Figure 1. Close-up of the layout (run 1).
Window x 8 to 33, y 48 to 73 µm. Cells in grey, sequential cells in the stronger grey; small squares are vias.
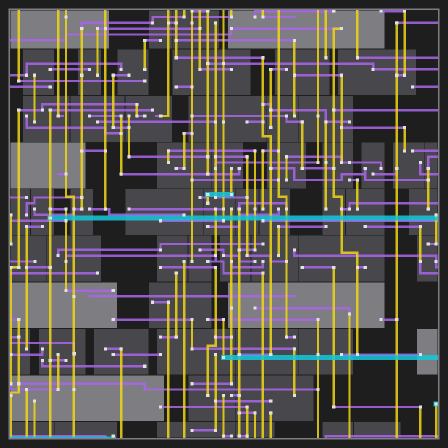
Figure 2. Metal 1 (run 1).
(6 px per µm)
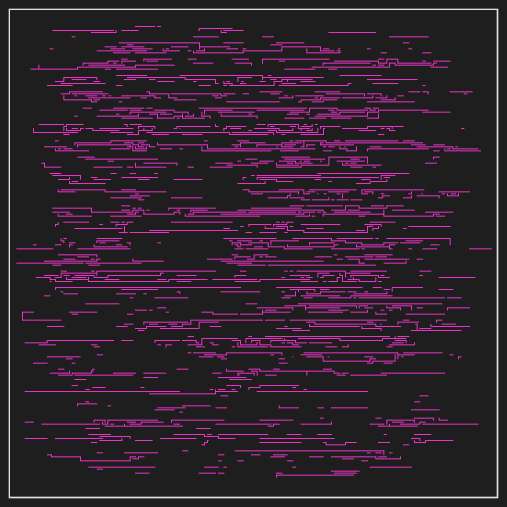
Figure 3. Drive-strength map (run 1).
(4 px per µm)
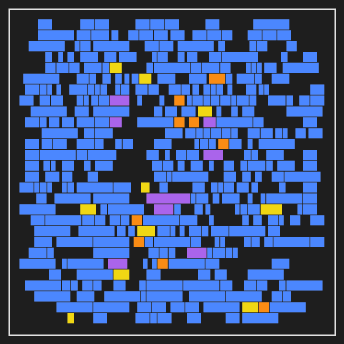
Figure 4. Track usage over the die (run 1).
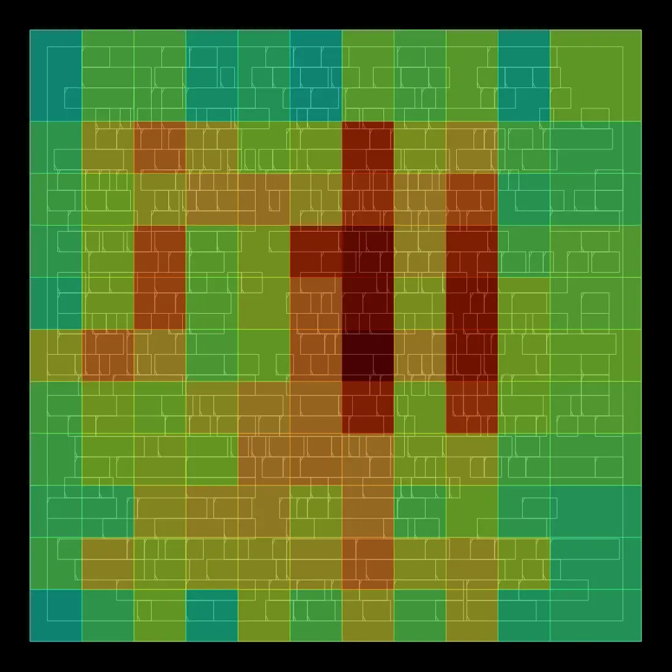
`config.mk`:
```
export PLATFORM = sky130hd
export DESIGN_NAME = quad_decoder_flat
export DESIGN_NICKNAME = d
export VERILOG_FILES = /design/src/rtl/quad_decoder_if.sv /design/src/rtl/quad_decoder.sv /design/src/flat_wrapper.sv
export SDC_FILE = /design/constraint.sdc
export NUM_CORES = 1
export LEC_CHECK = 0
export CORE_MARGIN = 2
export CORE_UTILIZATION = 53
export DETAILED_ROUTE_END_ITERATION = 7
export PLACE_DENSITY = 0.78
export SLEW_MARGIN = 10
export SYNTH_ARGS = -nofsm -noshare
export SYNTH_HDL_FRONTEND = slang
export SYNTH_SLANG_ARGS = --single-unit
```
`constraint.sdc`:
```
create_clock -name clk -period 4.2 [get_ports clk]
set_input_delay 1.26 -clock clk [delete_from_list [all_inputs] [get_ports clk]]
set_output_delay 1.26 -clock clk [all_outputs]
set_load 0.005 [all_outputs]
```
`src/rtl/quad_decoder_if.sv`:
```
// quad_decoder_if: encoder pins, count controls and position/status outputs of quad_decoder.
interface quad_decoder_if #(parameter int WIDTH = 22);
    logic quadA, quadB, quadZ, clr, preset_load, err_clr;
    logic [WIDTH-1:0] preset_val, count;
    logic dir, step, err, index_seen;
    modport master(output quadA, quadB, quadZ, clr, preset_load, preset_val, err_clr,
                   input count, dir, step, err, index_seen);
    modport slave(input quadA, quadB, quadZ, clr, preset_load, preset_val, err_clr,
                  output count, dir, step, err, index_seen);
endinterface

```
`src/rtl/quad_decoder.sv`:
```
// quad_decoder: synchronised, glitch-filtered quadrature decoder with 1x/2x/4x signed position count.
module quad_decoder #(
    parameter int WIDTH       = 22,
    parameter int SYNC_STAGES = 2,
    parameter int FILTER_LEN  = 4,
    parameter int X_MODE      = 4,
    parameter int WRAP        = 1,
    parameter int INDEX_CLEAR = 1
) (
    input logic clk,
    input logic nrst,
    quad_decoder_if.slave bus
);
    localparam int ARM = SYNC_STAGES + FILTER_LEN + 1;
    localparam int AW = $clog2(ARM + 1);
    localparam int FW = $clog2(FILTER_LEN + 1);
    localparam logic [WIDTH-1:0] MAXV = {1'b0, {(WIDTH-1){1'b1}}};
    localparam logic [WIDTH-1:0] MINV = {1'b1, {(WIDTH-1){1'b0}}};
    logic [2:0] pin, flt;
    logic [1:0] cur, prv, pc, pp, d;
    logic zc, zp, armed, up, ev, zr, iz, sat;
    logic [AW-1:0] arm_cnt;
    logic [WIDTH-1:0] nxt;
    assign pin = {bus.quadZ, bus.quadB, bus.quadA};
    genvar i;
    for (i = 0; i < 3; i++) begin : g_pin
        logic [SYNC_STAGES-1:0] sy;
        logic [FW-1:0] fc;
        logic f;
        always_ff @(posedge clk or negedge nrst) begin
            if (!nrst) begin
                sy <= '0;
                fc <= '0;
                f  <= 1'b0;
            end else begin
                sy <= {sy[SYNC_STAGES-2:0], pin[i]};
                if (sy[SYNC_STAGES-1] == f) fc <= '0;
                else if (fc == FW'(FILTER_LEN - 1)) begin
                    f  <= sy[SYNC_STAGES-1];
                    fc <= '0;
                end else fc <= fc + 1'b1;
            end
        end
        assign flt[i] = f;
    end
    // Gray position 00,10,11,01 -> 0..3; a difference of 1 is up, 3 is down, 2 is illegal
    always_comb begin
        pc  = {cur[0], ^cur};
        pp  = {prv[0], ^prv};
        d   = pc - pp;
        up  = d == 2'b01;
        ev  = armed && d[0] && (X_MODE == 4 ||
              ((cur[1] ^ prv[1]) && (X_MODE == 2 || !(cur[0] | prv[0]))));
        zr  = armed && zc && !zp;
        iz  = INDEX_CLEAR != 0 && zr;
        sat = WRAP == 0 && bus.count == (up ? MAXV : MINV);
        nxt = sat ? bus.count : up ? bus.count + 1'b1 : bus.count - 1'b1;
    end
    always_ff @(posedge clk or negedge nrst) begin
        if (!nrst) begin
            cur            <= '0;
            prv            <= '0;
            zc             <= 1'b0;
            zp             <= 1'b0;
            arm_cnt        <= '0;
            armed          <= 1'b0;
            bus.count      <= '0;
            bus.dir        <= 1'b0;
            bus.step       <= 1'b0;
            bus.err        <= 1'b0;
            bus.index_seen <= 1'b0;
        end else begin
            cur            <= {flt[0], flt[1]};
            prv            <= cur;
            zc             <= flt[2];
            zp             <= zc;
            arm_cnt        <= arm_cnt + AW'(arm_cnt != AW'(ARM));
            armed          <= arm_cnt == AW'(ARM);
            bus.step       <= ev && !bus.clr && !bus.preset_load && !iz;
            bus.count      <= bus.clr ? '0 : bus.preset_load ? bus.preset_val : iz ? '0 : ev ? nxt : bus.count;
            bus.dir        <= ev ? up : bus.dir;
            bus.err        <= (armed && d == 2'b10) || (bus.err && !bus.err_clr);
            bus.index_seen <= zr || (bus.index_seen && !bus.err_clr);
        end
    end
endmodule
```
`src/flat_wrapper.sv`:
```
// flat-port wrapper written by rule: the top's interface ports become plain ports
module quad_decoder_flat 
#(
    parameter int WIDTH       = 22,
    parameter int SYNC_STAGES = 2,
    parameter int FILTER_LEN  = 4,
    parameter int X_MODE      = 4,
    parameter int WRAP        = 1,
    parameter int INDEX_CLEAR = 1
)
  (clk, nrst, bus_quadA, bus_quadB, bus_quadZ, bus_clr, bus_preset_load, bus_preset_val, bus_err_clr, bus_count, bus_dir, bus_step, bus_err, bus_index_seen);
  quad_decoder_if #(.WIDTH(WIDTH)) bus_i ();
  input logic clk;
  input logic nrst;
  input wire logic [$bits(bus_i.quadA)-1:0] bus_quadA;
  input wire logic [$bits(bus_i.quadB)-1:0] bus_quadB;
  input wire logic [$bits(bus_i.quadZ)-1:0] bus_quadZ;
  input wire logic [$bits(bus_i.clr)-1:0] bus_clr;
  input wire logic [$bits(bus_i.preset_load)-1:0] bus_preset_load;
  input wire logic [$bits(bus_i.preset_val)-1:0] bus_preset_val;
  input wire logic [$bits(bus_i.err_clr)-1:0] bus_err_clr;
  output wire logic [$bits(bus_i.count)-1:0] bus_count;
  output wire logic [$bits(bus_i.dir)-1:0] bus_dir;
  output wire logic [$bits(bus_i.step)-1:0] bus_step;
  output wire logic [$bits(bus_i.err)-1:0] bus_err;
  output wire logic [$bits(bus_i.index_seen)-1:0] bus_index_seen;
  assign bus_i.quadA = bus_quadA;
  assign bus_i.quadB = bus_quadB;
  assign bus_i.quadZ = bus_quadZ;
  assign bus_i.clr = bus_clr;
  assign bus_i.preset_load = bus_preset_load;
  assign bus_i.preset_val = bus_preset_val;
  assign bus_i.err_clr = bus_err_clr;
  assign bus_count = bus_i.count;
  assign bus_dir = bus_i.dir;
  assign bus_step = bus_i.step;
  assign bus_err = bus_i.err;
  assign bus_index_seen = bus_i.index_seen;
  quad_decoder #(.WIDTH(WIDTH), .SYNC_STAGES(SYNC_STAGES), .FILTER_LEN(FILTER_LEN), .X_MODE(X_MODE), .WRAP(WRAP), .INDEX_CLEAR(INDEX_CLEAR)) u_core (.clk(clk), .nrst(nrst), .bus(bus_i));
endmodule
```
==> metrics.csv, run 1 <==
stage,metric,value,unit
sta,min cycle time layout,3830,ps
setup_path,Setup crit end,u_core.bus.count[17],
global_routing,wire length of the first global-routing pass,12140,µm
setup_path,RR Endpoint,u_core.bus.count[17],
logic_synthesis,Synth Instances,316,
setup_path,required time at the endpoint of the critical path,4420,ps
logic_synthesis,total cells reported by yosys after synthesis,316,
layout,flip-flop count of the largest register after layout,22,
setup_path,CP most frequent cell,sky130_fd_sc_hd__xnor2_1,
layout,antenna diode count,0,
cts,CTS H-Tree Depth,2,
route,DR iter-0 viols,227,
logic_synthesis,simple-gate share of the synthesized area,11.55,%
floorplanning,overall die width,81.12,µm
setup_path,CP Data Arrival Time,4050,ps
floorplanning,core box area,5816,µm²
run_status,run status,"complete, no violations",
logic_synthesis,fraction of registers with async set/reset,100.0,%
sta,unrepaired setup endpoints after global routing,no,
global_routing,maximum number of pins on one net before global-route repair,37,
setup_path,count of buffering cells on the critical path with inverters included,2,
cts,latest clock arrival within the worst-skew pair,320,ps
-- Figure 1 (at the start) --
legend:
  met1:
    colour: purple
  met2:
    colour: yellow
  met3:
    colour: cyan
cells with their middle in the window: 52
netlist names of flops here include: u_core.bus.count (5)
most frequent: nand2_1 (8), o21ai_0 (6), ha_1 (6)
sequential cells in the window: 5

-- Figure 2 (at the start) --
main direction: horizontal
longest straight run: 30.8 µm
nets with wire on the layer: 389
share of all routed wire: 46%

-- Figure 3 (at the start) --
legend:
  drive 3 to 4:
    colour: orange
    cells: 9
    share: 2.4%
    most_used: buf_4
  drive 2:
    colour: yellow
    cells: 10
    share: 2.6%
    most_used: mux2_2
  drive 6 and up:
    colour: purple
    cells: 8
    share: 2.1%
    most_used: clkbuf_8
  drive 1 or less:
    colour: blue
    cells: 351
    share: 93%

-- Figure 4 (at the start) --
met1 capacity usage during global routing: 34.41%
final cell utilization of the core: 67.62%
WL per Instance: 16.43 µm
GRT Total Usage: 24.56%

==> run 1: cells in the mapped netlist, drive strengths merged, types with 2 or more instances <==
cell,n,share of area (%)
a21o,6,1.4
xnor2,18,5.0
xor2,8,2.2
clkbuf,7,0.83
dfrtp,54,43
inv,15,1.8
nor2b,7,1.4
nor2,12,1.4
o21bai,5,1.2
buf,2,0.28
a211oi,2,0.64
a21oi,19,3.3
a211o,3,0.83
nand3,5,0.79
a31oi,2,0.40
o21ai,33,5.2
nor3b,5,1.2
ha,28,11
nor3,6,0.95
or3,2,0.56
o211ai,2,0.48
nand4,3,0.60
o21a,4,0.95
nand2b,4,0.79
mux2,3,1.1
o22ai,2,0.40
nand2,23,2.7
a221oi,2,0.56
a22oi,20,4.8
==> run 1: through the flow <==
stage	util [%]	hold WS (ps)
after detailed placement	65.62	334.7
final	67.62	356.7
after global placement	65.62	332.2
after floorplan	-	331.2
after CTS	67.62	359.2
after global routing	67.62	365.5
==> run 1: per-layer routing <==
layer / part of all wire [%] / up-vias
met5: 0 / -
met4: 1.6 / 0
met3: 5.2 / 9
met2: 47 / 78
met1: 46 / 1250
li1: - / 1278
==> run 1: cell type report <==
type	count	area [µm²]	area share, %
clock inverters	3	47.55	1.209
well taps	75	93.84	2.386
clock buffers	5	68.82	1.750
repair buffers	63	605.6	15.40
inverters	15	56.30	1.432
multi-input cells	238	1709	43.46
flip-flops and latches	54	1351	34.36
Figure 5. Placement by cell class (run 1).
(4 px per µm)
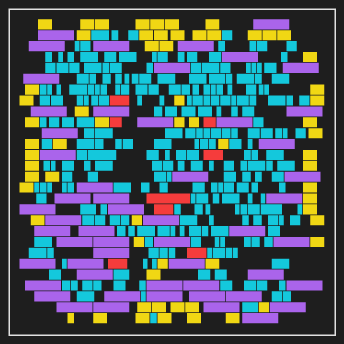

==> run 2, diff against run 1 <==
Clock period 4.2 ns to 4.25 ns, I/O delays scaled along.
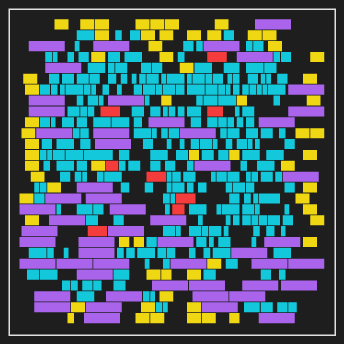
Figure 6: run 2, placement by cell class.
(4 px per µm)
legend:
  clock drivers and dummy loads:
    colour: red
    cells: 8
    share_of_their_area: 2.6%
  flip-flops:
    colour: purple
    cells: 54
    share_of_their_area: 35%
  other buffers and delay cells:
    colour: yellow
    cells: 63
    share_of_their_area: 16%
  all other logic:
    colour: cyan
    cells: 253
    share_of_their_area: 46%

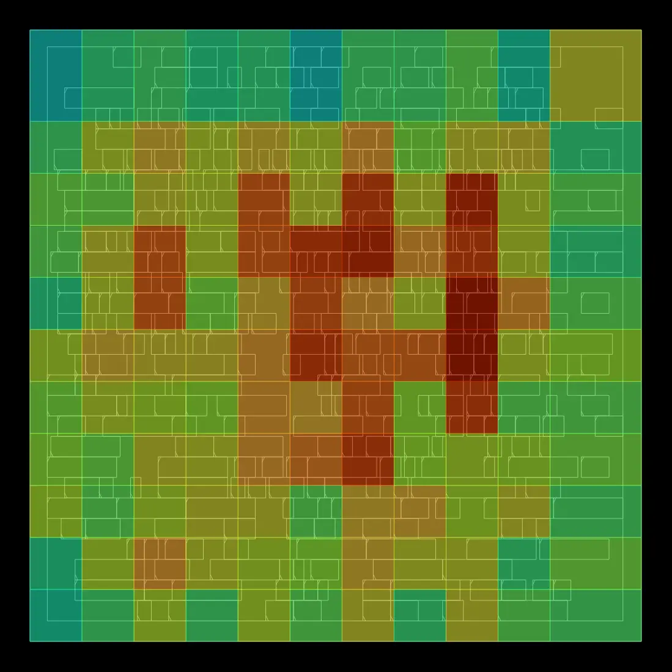
Figure 7: run 2, track usage over the die.
GR Layer Usage met2: 40.83%
GRT Total Usage: 25.32%
WL per Instance: 16.74 µm
GR peak layer: met2

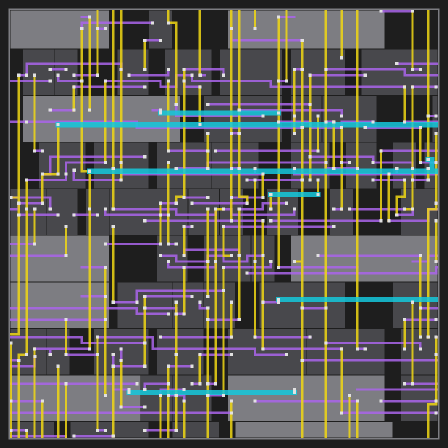
Figure 8: run 2, close-up of the layout.
Window x 8 to 33, y 48 to 73 µm. Cells in grey, sequential cells in the stronger grey; small squares are vias.
legend:
  met1:
    colour: purple
  met3:
    colour: cyan
  met2:
    colour: yellow
most frequent: dfrtp_1 (8), nand2_1 (7), a21oi_1 (6)
cells with their middle in the window: 52
sequential cells in the window: 8
netlist names of flops here include: u_core.bus.count (8)

==> run 2 against run 1 <==
- critical path depth is the same
- first-iteration DRC count fell by 30%
- synthesized cell count is the same
- utilization fell by 0.32 points
- critical endpoint unchanged
==> metrics.csv, run 2 <==
stage,metric,value,unit,change
layout,filler cell count in the final layout,500,,was 475
layout,multi-input logic cell count,238,,unchanged
setup_path,startpoint of the lowest-slack register-to-register path,u_core.cur[0],,unchanged
hold_path,class of the tightest hold or removal check,flop to flop,,unchanged
logic_synthesis,total of warnings raised by yosys,0,,unchanged
run_status,run status,"complete, no violations",,unchanged
layout,sequential standard cell area,1351,µm²,unchanged
setup_path,count of buffering cells on the critical path with inverters included,2,,unchanged
layout,logic area,1709,µm²,unchanged
cts,latest clock arrival within the worst-skew pair,320,ps,about the same
layout,clock buffer and inverter area fraction after layout,2.494,%,was 2.959%
layout,proportion of final cell area spent on non-clock buffers,15.47,%,was 15.40%
logic_synthesis,cell types occupying the most area after synthesis,"sky130_fd_sc_hd__dfrtp_1 (43%), sky130_fd_sc_hd__ha_1 (11%), sky130_fd_sc_hd__o21ai_0 (5.1%)",,unchanged
route,DR iter-0 viols,160,,was 227
placement,number of buffer cells added on primary ports,55,,unchanged
floorplanning,overall die width,81.12,µm,unchanged
global_routing,wire length of the first global-routing pass,12570,µm,was 12140 µm
setup_path,CP Data Arrival Time,4130,ps,was 4050 ps
sta,setup violation total in the final timing report,0,,unchanged
layout,FF+latch count,54,,unchanged
logic_synthesis,share of the synthesized area in the top cell type,42.87,%,unchanged
layout,antenna diode count,0,,unchanged
layout,flip-flop count of the largest register after layout,22,,unchanged
cts,CTS H-Tree Depth,2,,unchanged
logic_synthesis,simple-gate share of the synthesized area,11.55,%,unchanged
route,vias post-DR,2592,,was 2615
setup_path,RR Endpoint,u_core.bus.count[17],,unchanged
floorplanning,core box area,5816,µm²,unchanged
layout,invs w/o clock,15,,unchanged
logic_synthesis,most area-hungry cell type in the Yosys netlist,sky130_fd_sc_hd__dfrtp_1,,unchanged
logic_synthesis,fraction of registers with async set/reset,100.0,%,unchanged
layout,count of buffers not belonging to the clock network in the layout,63,,unchanged
floorplanning,row count,28,,unchanged
layout,fraction of area in multi-input gates,43.67,%,was 43.46%
layout,sequential fraction of total cell area,34.53,%,was 34.36%
sta,min cycle time layout,3907,ps,was 3830 ps
layout,clock buffers,5,,unchanged
logic_synthesis,Synth Instances,316,,unchanged
setup_path,required time at the endpoint of the critical path,4470,ps,was 4420 ps
logic_synthesis,total cells reported by yosys after synthesis,316,,unchanged
logic_synthesis,top cell type by instance count after synthesis,sky130_fd_sc_hd__dfrtp_1,,unchanged
run 2: cell count changes in the layout (fill, tap and decap cells not counted):
cell / change
sky130_fd_sc_hd__bufinv_16: -1
sky130_fd_sc_hd__clkinv_4: +1
sky130_fd_sc_hd__inv_6: -1
sky130_fd_sc_hd__inv_8: +1
run 2: layer usage:
layer	up-vias	part of all wire, %	global-route usage (%)	wire [µm]
met5	-	0	0	0
met4	0	1.5	8.305	114
met3	9	6.4	4.556	488
met2	82	48	40.83	3622
met1	1228	44	34.65	3358
li1	1273	-	-	-
run 2: worst max-delay path by stage:
stage	startpoint	endpoint	slack (ps)	cells past startpoint
floorplan	u_core.cur[0]	u_core.bus.count[21]	810	14
global placement	u_core.cur[0]	u_core.bus.count[17]	550	15
detailed placement	u_core.cur[0]	u_core.bus.count[17]	470	15
CTS	u_core.cur[0]	u_core.bus.count[17]	430	15
global route	u_core.cur[0]	u_core.bus.count[17]	30	15
finish	u_core.cur[0]	u_core.bus.count[17]	340	15
run 2: stage by stage:
| step | area [µm²] | cells | util (%) | hold WS, ps | setup WS (ps) |
|---|---|---|---|---|---|
| 3_3_place_gp | 3816 | 445 | 65.62 | 331.6 | 554.8 |
| 6_report | 3914 | 453 | 67.30 | 357.0 | 343.4 |
| 5_1_grt | 3914 | 453 | 67.30 | 377.1 | 29.98 |
| 3_5_place_dp | 3816 | 445 | 65.62 | 334.7 | 467.0 |
| 4_1_cts | 3914 | 453 | 67.30 | 358.8 | 432.8 |
| 2_1_floorplan | 3152 | 316 | - | 331.2 | 813.9 |
==> run 3, diff against run 2 <==
Settings changed: ABC_CLOCK_PERIOD_IN_PS set to 4250, CAP_MARGIN set to 20.
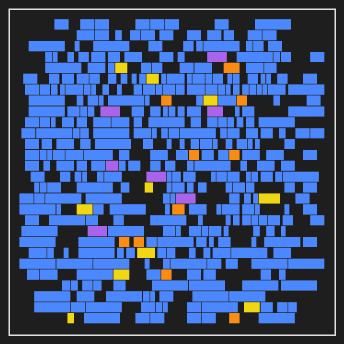
Figure 9: run 3, drive-strength map.
(4 px per µm)
legend:
  drive 6 and up:
    colour: purple
    cells: 7
    share: 1.9%
    most_used: clkbuf_8
  drive 3 to 4:
    colour: orange
    cells: 10
    share: 2.6%
    most_used: buf_4
  drive 1 or less:
    colour: blue
    cells: 351
    share: 93%
  drive 2:
    colour: yellow
    cells: 10
    share: 2.6%
    most_used: mux2_2

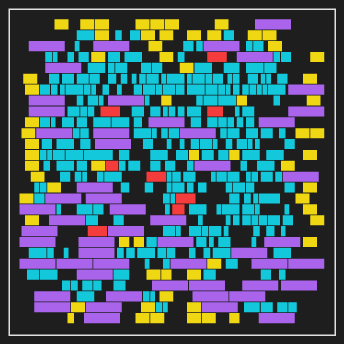
Figure 10: run 3, placement by cell class.
(4 px per µm)
legend:
  all other logic:
    colour: cyan
    cells: 253
    share_of_their_area: 46%
  flip-flops:
    colour: purple
    cells: 54
    share_of_their_area: 35%
  clock drivers and dummy loads:
    colour: red
    cells: 8
    share_of_their_area: 2.6%
  other buffers and delay cells:
    colour: yellow
    cells: 63
    share_of_their_area: 16%

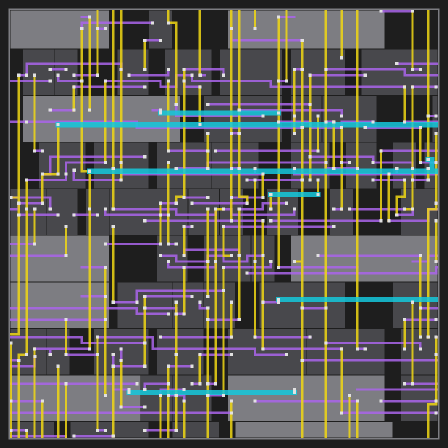
Figure 11: run 3, close-up of the layout.
Window x 8 to 33, y 48 to 73 µm. Cells in grey, sequential cells in the stronger grey; small squares are vias.
legend:
  met1:
    colour: purple
  met2:
    colour: yellow
  met3:
    colour: cyan
cells with their middle in the window: 52
sequential cells in the window: 8
netlist names of flops here include: u_core.bus.count (8)
most frequent: dfrtp_1 (8), nand2_1 (7), a21oi_1 (6)

==> run 3 against run 2 <==
- fmax did not move
- area after synthesis is the same
- utilization is the same
- clock skew is the same
- critical path depth did not move
- cell count unchanged
- design area stayed put
- global-route usage did not move
- worst hold slack stayed put
- first-iteration DRC count is the same
- via count is the same
- largest cell class unchanged
==> metrics.csv, run 3 <==
stage,metric,value,unit,change
global_routing,GRT Total Usage,25.32,%,unchanged
global_routing,maximum number of pins on one net before global-route repair,37,,unchanged
logic_synthesis,total of warnings raised by yosys,0,,unchanged
placement,dpl cell area,3816,µm²,unchanged
sta,hold_ws,357.0,ps,unchanged
logic_synthesis,top cell type by instance count after synthesis,sky130_fd_sc_hd__dfrtp_1,,unchanged
floorplanning,core box area,5816,µm²,unchanged
layout,sequential standard cell area,1351,µm²,unchanged
layout,filler cell count in the final layout,500,,unchanged
logic_synthesis,most numerous cell types in the synthesized netlist,"sky130_fd_sc_hd__dfrtp_1 (54), sky130_fd_sc_hd__o21ai_0 (32), sky130_fd_sc_hd__ha_1 (28), sky130_fd_sc_hd__nand2_1 (23), sky130_fd_sc_hd__a22oi_1 (20)",,unchanged
global_routing,wire length of the first global-routing pass,12570,µm,unchanged
setup_path,CP most frequent cell,sky130_fd_sc_hd__xnor2_1,,unchanged
layout,logic area,1709,µm²,unchanged
floorplanning,row count,28,,unchanged
run_status,run status,"complete, no violations",,unchanged
placement,minimum setup slack after placement,467.0,ps,unchanged
floorplanning,overall die width,81.12,µm,unchanged
logic_synthesis,total cells reported by yosys after synthesis,316,,unchanged
setup_path,CP Data Arrival Time,4130,ps,about the same
sta,setup ws final,343.4,ps,unchanged
logic_synthesis,cell types occupying the most area after synthesis,"sky130_fd_sc_hd__dfrtp_1 (43%), sky130_fd_sc_hd__ha_1 (11%), sky130_fd_sc_hd__o21ai_0 (5.1%)",,unchanged
[run 3: cell counts after synthesis]
No cell type changed its count.
[run 3: path summary, 6_finish.rpt]
check                                 startpoint               endpoint  slack [ps]  cells past startpoint
max                                u_core.cur[0]   u_core.bus.count[17]         340                     15
min                        u_core.g_pin[2].sy[0]  u_core.g_pin[2].sy[1]         360                      0
max reg2reg                        u_core.cur[0]   u_core.bus.count[17]         340                     15
min reg2reg                u_core.g_pin[2].sy[0]  u_core.g_pin[2].sy[1]         360                      0
max in group asynchronous                   nrst          u_core.cur[0]        2450                      2
min in group asynchronous                   nrst  u_core.g_pin[0].sy[0]        1040                      1
[run 3: cell families after synthesis]
logic type | Yosys count
AOI/OAI and AO/OA | 108
and+or+nand+nor | 72
DFF | 54
adders and majority gates | 29
xor gates and xnor gates | 26
buffers and inverters | 24
muxes | 3
[run 3: worst max-delay path: cells and delay by family, from the launching register on]
kind	cells	cell delay, ps
AND-OR/OR-AND	5	1350
buffers and inverters	2	690
XOR/XNOR	3	550
adder cells (fa/ha/maj)	2	470
flip-flops	1	430
AND/OR/NAND/NOR	3	330
[run 3: cell type report]
type | count | area share (%)
clock buffers | 5 | 1.758
well taps | 75 | 2.398
inverters | 15 | 1.439
clock inverters | 3 | 0.7353
flip-flops and latches | 54 | 34.53
repair buffers | 63 | 15.47
multi-input cells | 238 | 43.67
[run 3: layer usage]
layer	GRT usage [%]	wire [µm]	share of wire, %	vias to the layer above
li1	-	-	-	1273
met1	34.65	3358	44	1228
met2	40.83	3622	48	82
met3	4.556	488	6.4	9
met4	8.305	114	1.5	0
met5	0	0	0	-
